File: src/rtl/core_wb_queue_if.sv
// Writeback line type and the producer/writeback handshake interface for core_wb_queue.
// master = execution unit plus arbiter side, slave = the queue.
package core_wb_pkg;
  typedef struct packed {
    logic        ready;
    logic [4:0]  rd;
    logic [31:0] data;
  } wb_line;
endpackage

interface core_wb_queue_if;
  import core_wb_pkg::*;

  logic   in_valid;
  wb_line in_line;
  logic   in_ready;
  wb_line wb;
  logic   wb_stall;

  modport master (output in_valid, output in_line, input in_ready,
                  input wb, output wb_stall);
  modport slave  (input in_valid, input in_line, output in_ready,
                  output wb, input wb_stall);
endinterface

File: src/rtl/core_wb_queue.sv
// Producer-side writeback FIFO presenting its head as a wb_line to core_writeback.
// Optional same-cycle empty-queue bypass enabled by defining CORE_WBQ_BYPASS_EN.
module core_wb_queue
  import core_wb_pkg::*;
#(
  parameter int unsigned DEPTH    = 4,
  parameter int unsigned CNT_BITS = 3
) (
  input  logic                clk,
  input  logic                rst_n,
  input  logic                flush,
  core_wb_queue_if.slave      bus,
  output logic [CNT_BITS-1:0] count,
  output logic                overflow
);
  localparam int unsigned PTR_BITS = $clog2(DEPTH);

  wb_line              mem [DEPTH];
  logic [PTR_BITS-1:0] head;
  logic [PTR_BITS-1:0] tail;
  logic [CNT_BITS-1:0] cnt;
  logic                full;
  logic                empty;
  logic                push;
  logic                pop;
  logic                bypass_take;
  wb_line              wb_out;

  assign full  = (cnt == CNT_BITS'(DEPTH));
  assign empty = (cnt == '0);

`ifdef CORE_WBQ_BYPASS_EN
  // Reset and flush both suppress the bypass candidate.
  assign bypass_take = empty && bus.in_valid && !flush && !rst_n;
`else
  assign bypass_take = 1'b0;
`endif

  always_comb begin
    wb_out = '0;
    if (!empty) begin
      wb_out       = mem[head];
      wb_out.ready = 1'b1;
    end else if (bypass_take) begin
      wb_out       = bus.in_line;
      wb_out.ready = 1'b1;
    end
  end

  // A bypassed result consumed this cycle must not also be enqueued.
  assign pop  = !empty && !bus.wb_stall;
  assign push = bus.in_valid && !full && !(bypass_take && !bus.wb_stall);

  assign bus.wb       = wb_out;
  assign bus.in_ready = !full;
  assign count        = cnt;

  always_ff @(posedge clk) begin
    if (rst_n) begin
      head     <= '0;
      tail     <= '0;
      cnt      <= '0;
      overflow <= 1'b0;
    end else begin
      if (bus.in_valid && full)
        overflow <= 1'b1;
      if (flush) begin
        head <= '0;
        tail <= '0;
        cnt  <= '0;
      end else begin
        if (push)
          tail <= tail + PTR_BITS'(1);
        if (pop)
          head <= head + PTR_BITS'(1);
        cnt <= cnt + CNT_BITS'(push) - CNT_BITS'(pop);
      end
    end
  end

  always_ff @(posedge clk) begin
    if (!rst_n && !flush && push)
      mem[tail] <= bus.in_line;
  end
endmodule

File: src/flat_wrapper.sv
// flat-port wrapper written by rule: the top's interface ports become plain ports
module core_wb_queue_flat import core_wb_pkg::*;
#(
  parameter int unsigned DEPTH    = 4,
  parameter int unsigned CNT_BITS = 3
)
  (clk, rst_n, flush, count, overflow, bus_in_valid, bus_in_line, bus_in_ready, bus_wb, bus_wb_stall);
  core_wb_queue_if bus_i ();
  input  logic clk;
  input  logic rst_n;
  input  logic flush;
  output logic [CNT_BITS-1:0] count;
  output logic overflow;
  input wire logic [$bits(bus_i.in_valid)-1:0] bus_in_valid;
  input wire logic [$bits(bus_i.in_line)-1:0] bus_in_line;
  output wire logic [$bits(bus_i.in_ready)-1:0] bus_in_ready;
  output wire logic [$bits(bus_i.wb)-1:0] bus_wb;
  input wire logic [$bits(bus_i.wb_stall)-1:0] bus_wb_stall;
  assign bus_i.in_valid = bus_in_valid;
  assign bus_i.in_line = bus_in_line;
  assign bus_in_ready = bus_i.in_ready;
  assign bus_wb = bus_i.wb;
  assign bus_i.wb_stall = bus_wb_stall;
  core_wb_queue #(.DEPTH(DEPTH), .CNT_BITS(CNT_BITS)) u_core (.clk(clk), .rst_n(rst_n), .flush(flush), .bus(bus_i), .count(count), .overflow(overflow));
endmodule
File: config.mk
export PLATFORM = sky130hd
export DESIGN_NAME = core_wb_queue_flat
export DESIGN_NICKNAME = d
export VERILOG_FILES = /design/src/rtl/core_wb_queue_if.sv /design/src/rtl/core_wb_queue.sv /design/src/flat_wrapper.sv
export SDC_FILE = /design/constraint.sdc
export NUM_CORES = 1
export LEC_CHECK = 0
export CAP_MARGIN = 20
export CORE_MARGIN = 4
export CORE_UTILIZATION = 58
export DETAILED_ROUTE_END_ITERATION = 10
export PLACE_DENSITY = 0.93
export SYNTH_ARGS = -nofsm -noshare
export SYNTH_HDL_FRONTEND = slang
export SYNTH_SLANG_ARGS = --single-unit
File: constraint.sdc
create_clock -name clk -period 5.3 [get_ports clk]
set_clock_uncertainty 0.15 [all_clocks]
set_input_delay 1.06 -clock clk [delete_from_list [all_inputs] [get_ports clk]]
set_output_delay 1.06 -clock clk [all_outputs]
set_load 0.1 [all_outputs]
**Run 1: signal wires on met3**

Scale bar: 20 um.
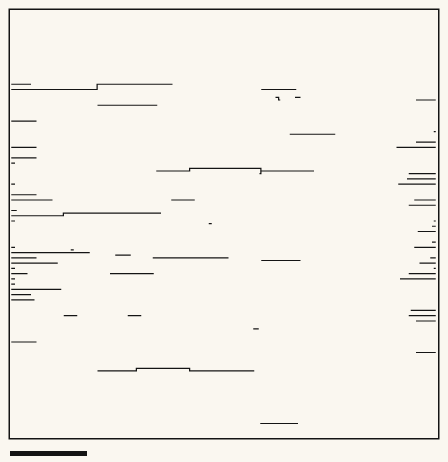
- nets with wire on the layer: 53
- wire length on this layer: 499 um
- share of all routed wire: 4.6%
- main direction: horizontal
- longest straight run: 25.1 um
met3 usage: 5.73%
vias: 3009

**Run 1: local utilization**

11 x 11 tiles, from white (low) to dark blue (high), 0 to 100% covered.
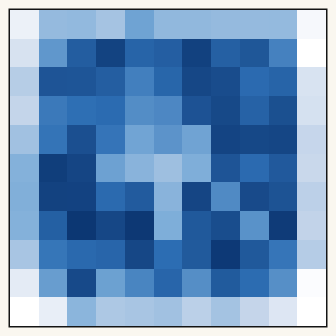
- tiles over 75% full: 45%
- mean over tiles: 61%
- fullest tile: 97%
- nearly empty tiles: 3.3%

**Run 1: cells colored by class**

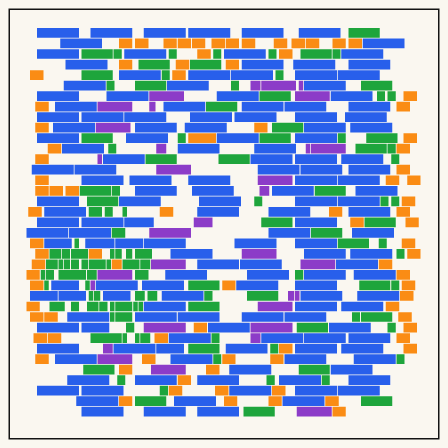
- green: remaining logic cells (cells 118)
- blue: registers (cells 158)
- orange: remaining buffers and delay cells (cells 86)
- purple: clock drivers and dummy loads (cells 32)
final std cell area, no fill: 0.00763 sq mm
Site Rows: 37

run 1: kinds of logic (layout without fill, tap and decap cells):
family | Yosys count | in the layout
DFF | 158 | 158
buffers and inverters | 20 | 124
AOI/OAI and AO/OA | 4 | 4
and+or+nand+nor | 60 | 60
xor gates and xnor gates | 2 | 2
adders and majority gates | 7 | 7
muxes | 39 | 39
run 1: final cells by class:
type | instances | area [sq um] | share of cell area, %
repair buffers | 86 | 868 | 11.4
flip-flops and latches | 158 | 4650 | 60.9
inverters | 6 | 22.5 | 0.295
clock inverters | 12 | 145 | 1.90
well taps | 136 | 170 | 2.23
multi-input cells | 112 | 1360 | 17.8
clock buffers | 20 | 425 | 5.57
run 1: worst paths after layout:
kind                                                   start                            to  slack [ps]  cells past startpoint
worst max-delay path                                    flop                     bus_wb[0]         810                      4
worst max register to register    u_core.count[1]$_SDFF_PP0_    u_core.count[2]$_SDFF_PP0_        2800                     10
worst min-delay path            u_core.overflow$_SDFFE_PP0P_  u_core.overflow$_SDFFE_PP0P_         340                      2
worst min register to register  u_core.overflow$_SDFFE_PP0P_  u_core.overflow$_SDFFE_PP0P_         340                      2
run 1: routing by layer:
layer	track usage (%)	up-vias	wire [um]
li1	-	1338	-
met1	22.4	1582	4420
met2	33.2	77	5850
met3	5.73	12	498
met4	5.83	0	124
met5	0	-	0
run 1: metrics by stage:
stage	instances	setup slack (ps)	util (%)	area, sq um
after global routing	530	629	74.3	7630
after CTS	530	721	74.3	7630
after detailed placement	498	1310	68.7	7060
after floorplan	290	901	-	6110
after global placement	498	1330	68.7	7060
final	530	811	74.3	7630
run 1: critical path, stage by stage (launching register included):
cell and delay (ps):
sky130_fd_sc_hd__dfxtp_2 760, sky130_fd_sc_hd__buf_12 290, sky130_fd_sc_hd__mux4_2 520, sky130_fd_sc_hd__and2_1 190, sky130_fd_sc_hd__clkdlybuf4s50_1 970
run 1: registers in the layout, summed over array words and instances, names as in the netlist, named ones only:
name	count
u_core.count	3
u_core.head	2
u_core.mem	148
u_core.overflow	1
u_core.tail	2
run 1: where the power goes:
| group | total (mW) | internal (mW) | leakage (nW) | switching (mW) |
|---|---|---|---|---|
| Sequential | 1.40 | 1.39 | 1.42 | 0.0167 |
| Combinational | 0.792 | 0.205 | 0.764 | 0.586 |
| Clock | 1.17 | 0.711 | 0.262 | 0.455 |
| Total | 3.36 | 2.30 | 2.44 | 1.06 |
==> run summary, run 1 <==
Flow results are below.

- The run finished with clean final reports.
- The cell with the most instances after synthesis is sky130_fd_sc_hd__edfxtp_1, for reference.
- Summing the sequential cell areas from Yosys gives between 70% and 80% of the chip area.
- The number of detailed-routing iterations run before antenna repair is 4, for reference.
- By instance count after routing, the leading logic cell types are sky130_fd_sc_hd__edfxtp_1 (148), sky130_fd_sc_hd__clkdlybuf4s50_1 (84), sky130_fd_sc_hd__and2_1 (39).
- Gates resized during post-CTS repair numbered 0.
- According to the timing report, the data required time at the worst endpoint equals ~4000 ps.
- The share of async-settable or async-resettable flops after synthesis is 0%, for reference.
- The final weighted congestion recorded by global placement is 0.777.
- The synthesized netlist devotes 1.56% of its cell area to adder and majority cells.
- The number of nets in the synthesized netlist is roughly 340.
- Summed over all layers, the routed wires come to 10900 um.
- The most frequently placed logic cell in the final layout is sky130_fd_sc_hd__edfxtp_1, for reference.
- The report lists the power per cell area as approximately 440 mW/mm^2.
- After synthesis, the design contains 290 cells according to Yosys.
- The highest clock rate this design can be run at is 0.223 GHz.
- The repair_antennas step left the layout with diodes totalling 0.
- The overall global routing resource usage is 18.9%, for reference.
- The number of antenna violations at the first check in global routing is 0, for reference.
- TritonCTS built the clock tree.
- Measured along the y axis, the die boundary spans 111 um.
- The via count of the first global-routing pass is 3322.
- Setup repair after global routing left no endpoint under its margin.
- Setup violations remaining at the end of the flow were counted as 0.
- In the synthesized netlist the dominant register cell turns out to be sky130_fd_sc_hd__edfxtp_1.
- The static leakage is 2.44 nW, for reference.
- Of the total synthesized cell area, the portion taken by AND-OR and OR-AND cells is 0.348%.
- The cell count after synthesis is between 200 and 300, for reference.
- The average cell area after synthesis is ~21 sq um, for reference.
- The number of pins exceeding their max-slew limit in the final report is 0, for reference.
- Of all nets on the critical path, the largest fanout is 21.
- The nature of the critical path endpoint is a primary output, for reference.
- The number of port buffers is 84, for reference.
- For this design, the CTS-stage hold fixing added 0 buffers.
- The mapped cell area is 0.00611 sq mm, for reference.
- In this run the tightest slew margin relative to its limit is around a third.
- After synthesis, the share of cell area in mux cells is between 10 and 15%.
- The die outline area is 0.0122 sq mm, for reference.
- The number of design rule violations left after detail routing is 0, for reference.
- Counting flops with a built-in enable in the synthesized netlist gives 148.
- 86 I/O pins were placed.
- The largest family of logic cells by area is multiplexers, for reference.
- Looking at the clock tree report, the H-tree level count equals 4.
- The number of buffers inserted to repair setup after CTS is 0, for reference.
- Looking at the max-slew report, the worst-margin pin has a slew of 1010 ps.
- The proportion of netlist area held by the largest area contributor is a little over 70%, for reference.
- The portion of the clock cycle consumed by the worst path in the final layout is 84.7%, for reference.
- The share of the core area taken by cells at floorplan is between 50% and 60%.
- The count of nets after finishing is about 430, for reference.
- The report counts max-capacitance violations totalling 0.
- Per the layout report, the design carries roughly 620 filler cells.
- The clock insertion delay at the later pin of the skew report is 520 ps, for reference.
- The element type at the critical path start is a flop, for reference.
- The most area-hungry cell type in the Yosys netlist is sky130_fd_sc_hd__edfxtp_1, for reference.
- The setup path with the least slack is of type reg -> out.
- The data arrival time of the critical path is 3280 ps, for reference.
- Counting distinct cell types in the post-synthesis netlist gives 26.
- The signed area change from the synthesized netlist to the final layout is 24.9%, for reference.
- Final hold analysis gives a worst-case slack of ~340 ps.
- The commonest cells after synthesis are sky130_fd_sc_hd__edfxtp_1 (148), sky130_fd_sc_hd__and2_1 (39), sky130_fd_sc_hd__mux4_2 (37).
- The first global-routing pass estimated around 17000 um of wire.
- In this run the standard cell core region covers approximately 0.010 sq mm.
- The class of the tightest hold or removal check is reg -> reg, for reference.
- The total number of clock tree sinks is 158, for reference.
- The final-layout setup total negative slack is 0 ps, for reference.
**Run 1: placed standard cells**

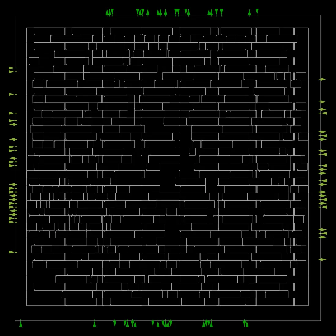

--- run 2 (diff from run 1) ---
--- a/config.mk
+++ b/config.mk
@@ -7,9 +7,9 @@
 export LEC_CHECK = 0
 export CAP_MARGIN = 20
 export CORE_MARGIN = 4
-export CORE_UTILIZATION = 58
+export CORE_UTILIZATION = 54
 export DETAILED_ROUTE_END_ITERATION = 10
-export PLACE_DENSITY = 0.93
+export PLACE_DENSITY = 0.88
 export SYNTH_ARGS = -nofsm -noshare
 export SYNTH_HDL_FRONTEND = slang
 export SYNTH_SLANG_ARGS = --single-unit
==> constraint.sdc (replaced) <==
create_clock -name clk -period 4.6 [get_ports clk]
set_clock_uncertainty 0.15 [all_clocks]
set_input_delay 0.92 -clock clk [delete_from_list [all_inputs] [get_ports clk]]
set_output_delay 0.92 -clock clk [all_outputs]
set_load 0.1 [all_outputs]
**Run 2: placed standard cells**

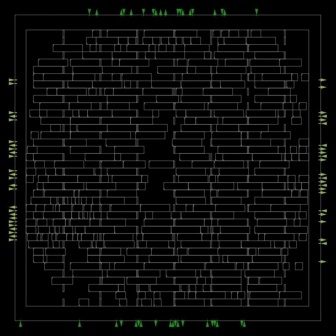
CORE AREA: 0.0109 sq mm
Site Rows: 38
final core area utilization: 69.8%
number of well-tap cells placed: 140

**Run 2: local utilization**

11 x 11 tiles, from white (low) to dark blue (high), 0 to 100% covered.
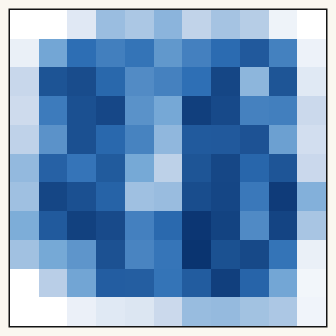
- mean over tiles: 57%
- emptiest ninth of the die: south-west
- tiles over 75% full: 36%
- nearly empty tiles: 5.0%
- fullest tile: 98%
initial core utilization: 55.9%

==> run summary, run 2 <==
Flow results are below.

- Status: finished, final reports clean (unchanged).
- The final-layout fill cell count came to 698 (was 616).
- The most frequently placed logic cell in the final layout is sky130_fd_sc_hd__edfxtp_1 (unchanged).
- The element type at the critical path start is a flop (unchanged), for reference.
- The cell type group with the largest total delay on the critical path is flip-flops (was buffers and inverters).
- The number of detailed-routing iterations run before antenna repair is 4 (unchanged), for reference.
- The count of cell types in the netlist was 26 (unchanged).
- The power density relative to cell area is 512 mW/mm^2 (was 440 mW/mm^2), for reference.
- The cell with the most instances after synthesis is sky130_fd_sc_hd__edfxtp_1 (unchanged), for reference.
- The signed area change from the synthesized netlist to the final layout is 24.9% (about the same).
- The number of hold buffers added after CTS was 0 (unchanged).
- The cell resize tally after clock tree synthesis is 0 (unchanged), for reference.
- The class of the tightest hold or removal check is reg -> reg (unchanged).
- The register bank with the most flops is u_core.mem (unchanged), for reference.
- The global-route wire length before repair is 17900 um (was 17400 um), for reference.
- The type of the worst setup path is reg -> out (unchanged), for reference.
- The adder-cell area share of the yosys netlist came to 1.56% (unchanged).
- The number of inserted diodes was 0 (unchanged).
- The number of buffers inserted to repair setup after CTS is 0 (unchanged), for reference.
- The number of vias after detailed routing came to 3051 (was 3009).
- The data required time at the worst endpoint was 3530 ps (was 4090 ps).
- The highest cell delay on the worst timing path is 690 ps (was 970 ps).
- The number of design rule violations left after detail routing is 0 (unchanged), for reference.
- The clock tree from TritonCTS is done (unchanged), for reference.
- The number of antenna violations at the first check in global routing is 0 (unchanged).
- The cell count after synthesis is 290 (unchanged), for reference.
- The depth of the CTS H-tree was 4 (unchanged).
- The die outline area is 0.0131 sq mm (was 0.0122 sq mm), for reference.
- The slowest library cell on the worst path is sky130_fd_sc_hd__dfxtp_2 (was sky130_fd_sc_hd__clkdlybuf4s50_1), for reference.
- The mapped cell area came to 0.00611 sq mm (unchanged).
- Worst-path cell chain: buf_4, mux4_2, and2_1, buf_4 (was buf_12, mux4_2, and2_1, clkdlybuf4s50_1).
- Most frequent logic cells in the routed design: sky130_fd_sc_hd__edfxtp_1 (148), sky130_fd_sc_hd__buf_4 (50), sky130_fd_sc_hd__clkdlybuf4s50_1 (46) (was sky130_fd_sc_hd__edfxtp_1 (148), sky130_fd_sc_hd__clkdlybuf4s50_1 (84), sky130_fd_sc_hd__and2_1 (39)).
- The proportion of netlist area held by the largest area contributor came to 72.7% (unchanged).
- The most area-hungry cell type in the Yosys netlist is sky130_fd_sc_hd__edfxtp_1 (unchanged).
- The mux cell area share after synthesis came to 14.0% (unchanged).
- The share of async-settable or async-resettable flops after synthesis came to 0% (unchanged).
- The portion of the clock cycle consumed by the worst path in the final layout is 76.4%, for reference.
- The cell with the most instances on the worst path is sky130_fd_sc_hd__buf_4, for reference.
- The number of ports placed on the die boundary is 86 (unchanged), for reference.
- Unrepaired setup endpoints after global routing: no (unchanged).
- The data arrival time of the critical path is 2450 ps (was 3280 ps), for reference.
- The nature of the critical path endpoint is a primary output (unchanged), for reference.
- The post-synthesis cell count from yosys came to 290 (unchanged).
- The number of synthesized flops with an enable pin is 148 (unchanged), for reference.
[run 2: cell counts after synthesis]
Identical to the previous run, type by type.
[run 2: power by group]
| part | leakage (nW) | switching (mW) | internal, mW |
|---|---|---|---|
| clock | 0.292 | 0.581 | 0.817 |
| combinational | 0.884 | 0.682 | 0.214 |
| sequential | 1.42 | 0.0179 | 1.60 |
| total | 2.59 | 1.28 | 2.63 |
[run 2: kinds of logic after synthesis]
family,count (synthesis)
and+or+nand+nor,60
AOI/OAI and AO/OA,4
buffers and inverters,20
xor gates and xnor gates,2
DFF,158
muxes,39
adders and majority gates,7
[run 2: cell type report]
type	instances	area (sq um)	share of cell area, %
Sequential cell	158	4650	60.9
Multi-Input combinational cell	112	1360	17.8
Clock inverter	15	171	2.25
Inverter	6	22.5	0.295
Timing Repair Buffer	96	836	11.0
Tap cell	140	175	2.30
Clock buffer	17	425	5.57
[run 2: metrics by stage]
step | instance area, sq um | utilization [%] | std cells
after floorplan | 6110 | - | 290
after global placement | 7040 | 64.3 | 512
after detailed placement | 7040 | 64.3 | 512
after CTS | 7630 | 69.8 | 544
after global routing | 7630 | 69.8 | 544
final | 7630 | 69.8 | 544
[run 2: path summary, 6_finish.rpt]
path                                                  start                    endpoint  slack, ps  cells past startpoint
worst max-delay path                                   flop                   bus_wb[0]       1080                      4
worst min-delay path            u_core.head[1]$_SDFFE_PP0P_                        flop        330                      2
worst max register to register   u_core.count[1]$_SDFF_PP0_  u_core.count[2]$_SDFF_PP0_       2120                     10
worst min register to register  u_core.head[1]$_SDFFE_PP0P_                        flop        330                      2
[run 2: tightest hold or removal path, cell delays in order, from the launching register on]
cell and delay, ps:
sky130_fd_sc_hd__dfxtp_1 310, sky130_fd_sc_hd__nand2_1 50, sky130_fd_sc_hd__mux2i_1 70
[run 2: routing by layer]
metal	wire length [um]	vias up	track usage, %	share of wire [%]
met3	592	7	5.87	5.3
met2	5760	91	29.9	51
met5	0	-	0	0
li1	-	1365	-	-
met4	54	0	5.38	0.48
met1	4840	1588	25.0	43
--- run 3 (diff from run 2) ---
--- a/config.mk
+++ b/config.mk
@@ -7,9 +7,9 @@
 export LEC_CHECK = 0
 export CAP_MARGIN = 20
 export CORE_MARGIN = 4
-export CORE_UTILIZATION = 54
+export CORE_UTILIZATION = 49
 export DETAILED_ROUTE_END_ITERATION = 10
-export PLACE_DENSITY = 0.88
+export PLACE_DENSITY = 0.85
 export SYNTH_ARGS = -nofsm -noshare
 export SYNTH_HDL_FRONTEND = slang
 export SYNTH_SLANG_ARGS = --single-unit
==> constraint.sdc (replaced) <==
create_clock -name clk -period 3.22 [get_ports clk]
set_clock_uncertainty 0.15 [all_clocks]
set_input_delay 0.644 -clock clk [delete_from_list [all_inputs] [get_ports clk]]
set_output_delay 0.644 -clock clk [all_outputs]
set_load 0.1 [all_outputs]
==> run summary, run 3 <==
Flow results are below.

- Unrepaired setup endpoints after global routing: no (unchanged).
- The number of inserted diodes is 0 (unchanged).
- The logic gate share of total power came to 27.3% (was 22.9%).
- The data required time at the worst endpoint is 2430 ps (was 3530 ps), for reference.
- The post-synthesis net count is 340 (unchanged), for reference.
- Status: finished, final reports clean (unchanged).
- The number of detailed-routing iterations run before antenna repair is 4 (unchanged), for reference.
- The most heavily used metal layer in global routing is met2 (unchanged), for reference.
- The post-placement setup slack is 378 ps (was 1370 ps).
- The peak fanout along the critical path is 23 (was 16).
- The total number of clock tree sinks is 158 (unchanged), for reference.
- The post-synthesis cell count from yosys came to 290 (unchanged).
- The final-layout fill cell count is 781 (was 698), for reference.
- The share of the yosys chip area belonging to registers is 76.0% (unchanged), for reference.
- The static leakage is 2.74 nW (was 2.59 nW), for reference.
- The timing-limited maximum frequency is about 0.33 GHz, for reference.
- The nature of the critical path endpoint is a primary output (unchanged), for reference.
- The number of synthesized flops with an enable pin is 148 (unchanged), for reference.
- The depth of the CTS H-tree is 4 (unchanged).
- The number of flip-flops under the largest register name is 148 (unchanged), for reference.
- The average cell area after synthesis is 21.1 sq um (unchanged), for reference.
- The cell area reported after detailed placement was 0.00767 sq mm (was 0.00704 sq mm).
- The number of vias after detailed routing is 3056 (was 3051).
- The met1 layer usage reported by global route was 21.1% (was 25.0%).
- The mux cell area share after synthesis is 14.0% (unchanged), for reference.
- The total of max-cap violations came to 0 (unchanged).
- The share of async-settable or async-resettable flops after synthesis is 0% (unchanged), for reference.
- The final timing summary puts the cycle share of the worst path at 94.6%.
- The internal power came to 3.98 mW (was 2.63 mW).
- The net switching power figure came to 1.80 mW (was 1.28 mW).
- The number of pins exceeding their max-slew limit in the final report is 0 (unchanged).
- The type of the worst setup path is reg -> out (unchanged).
- The core region area is 0.0121 sq mm (was 0.0109 sq mm), for reference.
- The part of the total power dissipated in sequential elements is 39.9% (was 41.3%).
- The aoi/oai-family share of the synthesized area is 0.348% (unchanged).
- The number of design rule violations left after detail routing is 0 (unchanged), for reference.
- The summed area of non-filler cells in the final layout came to 0.00824 sq mm (was 0.00763 sq mm).
- The transition time of the tightest slew-check pin was 557 ps (was 1020 ps).
- The number of hold buffers added after CTS is 0 (unchanged), for reference.
run 3: per-layer routing:
layer | share of wire (%) | wire [um]
met3 | 6.5 | 740
met5 | 0.11 | 13
met1 | 39 | 4510
met4 | 1.8 | 210
met2 | 52 | 5940
run 3: critical path, stage by stage, from the launching register on:
cell and delay [ps]:
sky130_fd_sc_hd__dfxtp_1 360, sky130_fd_sc_hd__nor3_1 380, sky130_fd_sc_hd__inv_1 380, sky130_fd_sc_hd__buf_4 330, sky130_fd_sc_hd__and2_2 220, sky130_fd_sc_hd__buf_12 170
run 3: per-stage QoR:
stage	total power, mW	util (%)	std cells
after floorplan	3.35	-	290
after detailed placement	3.95	63.3	541
after CTS	5.84	68.0	573
after global routing	5.97	68.0	573
final	5.78	68.0	573
after global placement	3.92	63.3	541
run 3: layout make-up:
cell class	instances	area [sq um]	area share, %
Timing Repair Buffer	97	1390	16.9
Multi-Input combinational cell	112	1390	16.9
Clock inverter	15	146	1.78
Inverter	6	22.5	0.273
Clock buffer	17	425	5.16
Tap cell	168	210	2.55
Sequential cell	158	4650	56.4
run 3: kinds of logic after synthesis:
| kind of cell | count (synthesis) |
|---|---|
| XOR/XNOR | 2 |
| multiplexers | 39 |
| AND-OR/OR-AND | 4 |
| AND/OR/NAND/NOR | 60 |
| buffers and inverters | 20 |
| flip-flops | 158 |
| adder cells (fa/ha/maj) | 7 |
run 3: worst paths after layout:
| check | start | end | slack (ps) | depth (start not counted) |
|---|---|---|---|---|
| max | u_core.count[2]$_SDFF_PP0_ | bus_wb[4] | 180 | 5 |
| min | u_core.head[1]$_SDFFE_PP0P_ | flop | 350 | 2 |
| max reg2reg | u_core.count[2]$_SDFF_PP0_ | u_core.count[2]$_SDFF_PP0_ | 790 | 10 |
| min reg2reg | u_core.head[1]$_SDFFE_PP0P_ | flop | 350 | 2 |
run 3: power by group through the flow:
stage | Sequential (mW) | Clock [mW] | Combinational [mW]
finish | 2.31 | 1.90 | 1.58
global route | 2.31 | 2.03 | 1.63
CTS | 2.31 | 1.93 | 1.60
detailed placement | 2.35 | 0 | 1.60
global placement | 2.34 | 0 | 1.58
floorplan | 2.38 | 0 | 0.968
**Run 3: local utilization**

12 x 12 tiles, from white (low) to dark blue (high), 0 to 100% covered.
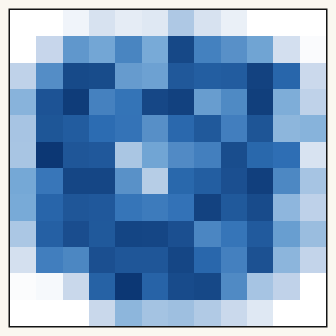
- nearly empty tiles: 9.0%
- mean over tiles: 56%
- tiles over 75% full: 38%
- fullest tile: 97%

**Run 3: signal wires on met3**

Scale bar: 20 um.
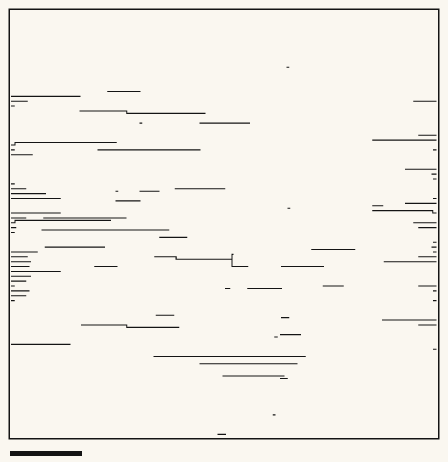
- nets with wire on the layer: 66
- longest straight run: 42.3 um
- share of all routed wire: 6.5%


==> gallery <==
Where the registers sit.
Scale bar: 20 um. Other sequential cells in the stronger gray, the rest of the logic in the fainter gray.
panel A
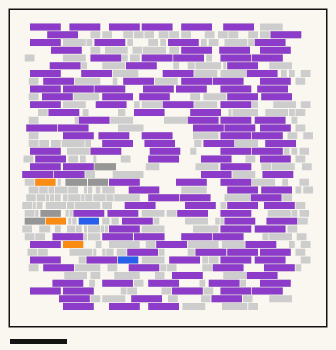
panel B
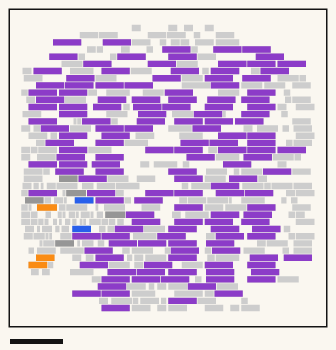
Of these, largest die: panel B
panel A -> run 1
panel B -> run 3

Power figures rest on the tool's default switching activity, not on a simulated workload.
